Fig. 1: routed clock nets over the placement
The bar under the picture is 20 um long.
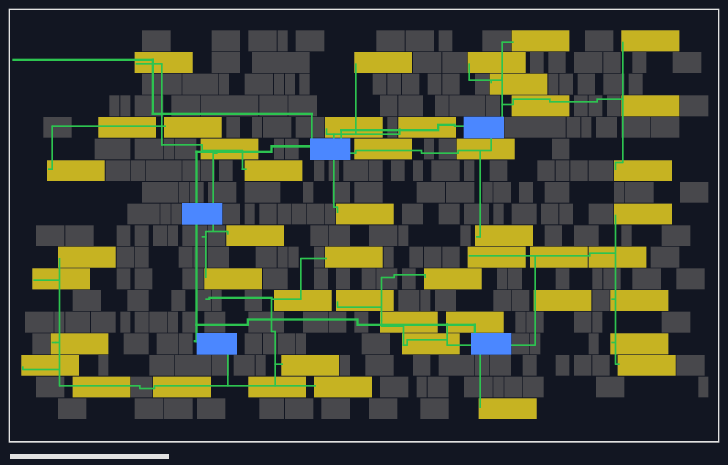
Fig. 2: metal layers overlaid
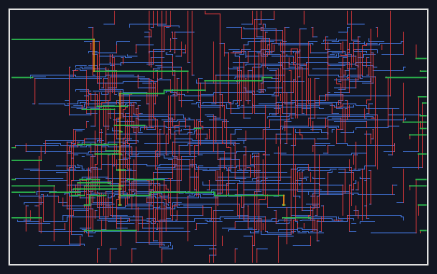
Fig. 3: gate-type map
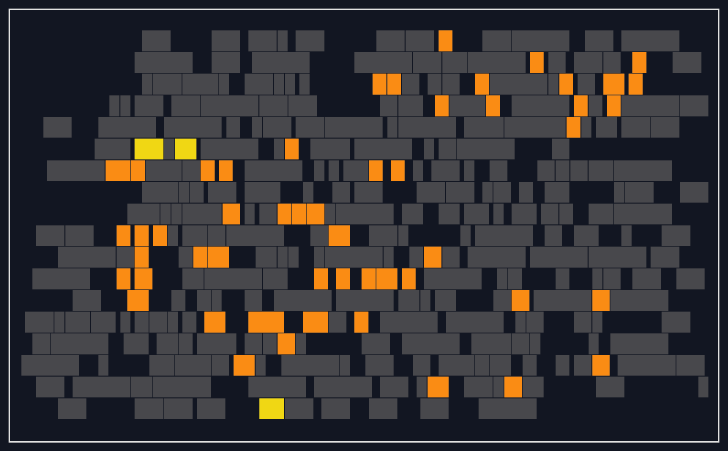
Fig. 4: port wiring
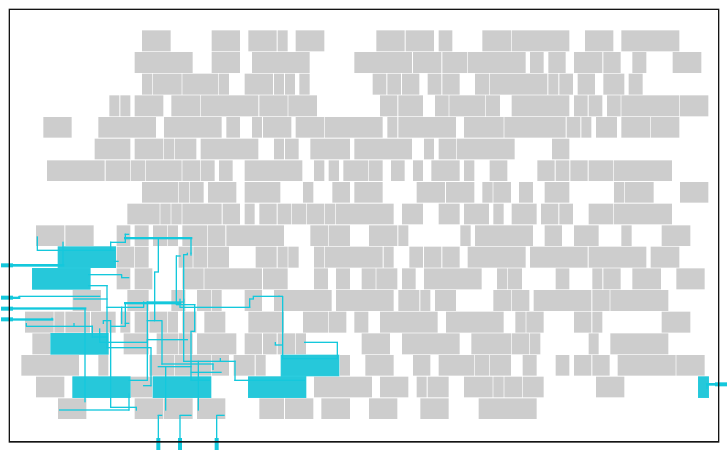
File: config.mk
export PLATFORM = sky130hd
export DESIGN_NAME = knn_query_ctrl
export DESIGN_NICKNAME = d
export VERILOG_FILES = /design/src/rtl/knn_pkg.sv /design/src/rtl/knn_vote.sv /design/src/rtl/knn_query_ctrl.sv
export SDC_FILE = /design/constraint.sdc
export NUM_CORES = 1
export LEC_CHECK = 0
export CAP_MARGIN = 0
export CORE_ASPECT_RATIO = 0.6
export CORE_MARGIN = 1
export CORE_UTILIZATION = 50
export DETAILED_ROUTE_END_ITERATION = 8
export GPL_ROUTABILITY_DRIVEN = 0
export PLACE_DENSITY = 0.82
export REMOVE_ABC_BUFFERS = 1
export SYNTH_ARGS = -nofsm -noshare
export SYNTH_HDL_FRONTEND = slang
export SYNTH_HIERARCHICAL = 1
export SYNTH_SLANG_ARGS = --single-unit
File: constraint.sdc
create_clock -name clk -period 2.65 [get_ports clk]
set_input_delay 0.3975 -clock clk [delete_from_list [all_inputs] [get_ports clk]]
set_output_delay 0.3975 -clock clk [all_outputs]
set_load 0.02 [all_outputs]
File: src/rtl/knn_pkg.sv
// Shared types and constants for the k-NN query path: FSM states, vote size
// and the distance width used by the selector and the distance units.
package knn_pkg;
   typedef enum logic [2:0] {IDLE, CLEAR, ISSUE, DRAIN, SETTLE, RESULT} state_t;

   localparam int K          = 5;
   localparam int MAJ_THRESH = 3;

   localparam int              DIST_W   = 19;
   localparam logic [DIST_W-1:0] DIST_MAX = 19'h7FFFF;
endpackage

File: src/rtl/knn_vote.sv
// Majority vote over the K nearest classes: popcount plus threshold compare.
// Purely combinational.
module knn_vote
   import knn_pkg::*;
(
   input  logic [K-1:0] cls_i,
   output logic [2:0]   votes_o,
   output logic         maj_o
);
   logic [2:0] cnt;

   always_comb begin
      cnt = '0;
      for (int i = 0; i < K; i++) begin
         cnt = cnt + {2'b00, cls_i[i]};
      end
   end

   assign votes_o = cnt;
   assign maj_o   = (cnt >= 3'(MAJ_THRESH));
endmodule

File: src/rtl/knn_query_ctrl.sv
// Sequences one k-NN query: clear selector, stream sample pairs, align the
// selector strobe to the datapath latency, vote, then hand off the result.
module knn_query_ctrl
   import knn_pkg::*;
#(
   parameter int N_TRAIN  = 256,
   parameter int ADDR_W   = $clog2(N_TRAIN),
   parameter int PIPE_LAT = 3,
   parameter int SEL_LAT  = 1,
   parameter int QCNT_W   = 16
) (
   input  logic              clk,
   input  logic              reset,
   input  logic              start,
   output logic              busy,
   output logic              mem_en,
   output logic [ADDR_W-1:0] addr_a,
   output logic [ADDR_W-1:0] addr_b,
   output logic              sel_clr,
   output logic              sel_valid,
   input  logic [4:0]        cls_in,
   output logic              result_valid,
   input  logic              result_ready,
   output logic              result_class,
   output logic [2:0]        result_votes,
   output logic [QCNT_W-1:0] query_cnt
);
   localparam int CNT_MAX = (PIPE_LAT > SEL_LAT) ? PIPE_LAT : SEL_LAT;
   localparam int CNT_W   = $clog2(CNT_MAX + 1);
   localparam logic [ADDR_W-1:0] LAST_A = ADDR_W'(N_TRAIN - 2);

   if (N_TRAIN < 2 || (N_TRAIN % 2) != 0) begin : g_bad_ntrain
      $error("knn_query_ctrl: N_TRAIN must be even and at least 2");
   end
   if (PIPE_LAT < 1 || SEL_LAT < 1) begin : g_bad_lat
      $error("knn_query_ctrl: PIPE_LAT and SEL_LAT must be at least 1");
   end

   state_t              state_q;
   logic                busy_q, mem_en_q, sel_clr_q, rv_q, rc_q;
   logic [ADDR_W-1:0]   addr_a_q, addr_b_q;
   logic [2:0]          votes_q;
   logic [CNT_W-1:0]    cnt_q;
   logic [QCNT_W-1:0]   qcnt_q;
   logic [PIPE_LAT-1:0] dly_q, dly_d;
   logic [2:0]          vote_cnt;
   logic                vote_maj;

   knn_vote u_vote (
      .cls_i   (cls_in),
      .votes_o (vote_cnt),
      .maj_o   (vote_maj)
   );

   // Strobe tracks mem_en regardless of state so the tail lands in DRAIN.
   always_comb dly_d = (dly_q << 1) | PIPE_LAT'(mem_en_q);

   always_ff @(posedge clk) begin
      if (reset) dly_q <= '0;
      else       dly_q <= dly_d;
   end

   always_ff @(posedge clk) begin
      if (reset) begin
         state_q   <= IDLE;
         busy_q    <= 1'b0;
         mem_en_q  <= 1'b0;
         sel_clr_q <= 1'b0;
         rv_q      <= 1'b0;
         rc_q      <= 1'b0;
         votes_q   <= '0;
         addr_a_q  <= '0;
         addr_b_q  <= ADDR_W'(1);
         cnt_q     <= '0;
         qcnt_q    <= '0;
      end else begin
         case (state_q)
            IDLE: begin
               if (start) begin
                  state_q   <= CLEAR;
                  busy_q    <= 1'b1;
                  sel_clr_q <= 1'b1;
               end
            end
            CLEAR: begin
               sel_clr_q <= 1'b0;
               mem_en_q  <= 1'b1;
               addr_a_q  <= '0;
               addr_b_q  <= ADDR_W'(1);
               state_q   <= ISSUE;
            end
            ISSUE: begin
               // Pair index is implicit in addr_a; last pair stops before the
               // step that would overflow ADDR_W.
               if (addr_a_q == LAST_A) begin
                  mem_en_q <= 1'b0;
                  addr_a_q <= '0;
                  addr_b_q <= ADDR_W'(1);
                  cnt_q    <= CNT_W'(PIPE_LAT - 1);
                  state_q  <= DRAIN;
               end else begin
                  addr_a_q <= addr_a_q + ADDR_W'(2);
                  addr_b_q <= addr_b_q + ADDR_W'(2);
               end
            end
            DRAIN: begin
               if (cnt_q == '0) begin
                  cnt_q   <= CNT_W'(SEL_LAT - 1);
                  state_q <= SETTLE;
               end else begin
                  cnt_q <= cnt_q - CNT_W'(1);
               end
            end
            SETTLE: begin
               if (cnt_q == '0) begin
                  votes_q <= vote_cnt;
                  rc_q    <= vote_maj;
                  rv_q    <= 1'b1;
                  state_q <= RESULT;
               end else begin
                  cnt_q <= cnt_q - CNT_W'(1);
               end
            end
            RESULT: begin
               if (result_ready) begin
                  rv_q    <= 1'b0;
                  busy_q  <= 1'b0;
                  qcnt_q  <= qcnt_q + QCNT_W'(1);
                  state_q <= IDLE;
               end
            end
            default: state_q <= IDLE;
         endcase
      end
   end

   assign busy         = busy_q;
   assign mem_en       = mem_en_q;
   assign addr_a       = addr_a_q;
   assign addr_b       = addr_b_q;
   assign sel_clr      = sel_clr_q;
   assign sel_valid    = dly_q[PIPE_LAT-1];
   assign result_valid = rv_q;
   assign result_class = rc_q;
   assign result_votes = votes_q;
   assign query_cnt    = qcnt_q;
endmodule

==> deck_impl_summary.md <==
Synthesis and Place & Route Summary

Final layout
  • Non-clock inverters: 14
  • Multi-input combinational area share: 42.05%
  • Fraction of area in registers: 32.67%
  • Nets: 327

Floorplan
  • CORE AREA: 4234 sq um

STA
  • Final min period: 2.295 ns
  • Setup tns final: 0 ns
  • Final setup fails: 0

Clock network
  • Postcts setup bufs: 0

Hold path
  • Worst Min Path Start: dly_q[0]

Critical path
  • Critical Path RT: 2.83 ns
  • Crit-path max FO: 2
  • Critical R2R Capture: addr_b[5]
  • Crit Path Category: input pin to flop
  • CP Capture Type: flop

Power and ir drop
  • Leakage power: 0.9978 nW
  • Power Dens Cells: 510.7 nW/um^2

Status
  • Status: complete, no violations

Logic synthesis
  • Synthesized registers: 47
  • Yosys warning tally: 6
  • AND-OR/OR-AND Cells, Area Fraction: 14.66%
  • Yosys adder share: 5.620%

Global route
  • Initial antenna violation count: 0
  • Grt met2 use: 34.74%
  • First-pass GRT wire length: 8349 um

Detailed routing
  • Met3 WL: 284 um
  • DR iter-0 viols: 103
About Fig. 1:
[yellow] flip-flops | count: 47
[blue] clock-net drivers | count: 5
[green] clock wires | length: 534 um
routed clock nets: 6
flops lie: spread over the die

About Fig. 2:
[orange] M4 | wire length: 32.6 um
[red] M2 | wire length: 2350 um
[green] M3 | wire length: 284 um
[blue] M1 | wire length: 2500 um

About Fig. 3:
[yellow] non-inverting ao/oa cells | cells: 3
[orange] aoi and oai cells | cells: 52

About Fig. 4:
[cyan] `addr_a` | bits: 8 | direction: output | edge: 4 west, 3 south, 1 east | end cells: 8 | buffers: 7 | wire: 340 um

Power and IR drop assume default switching activity.
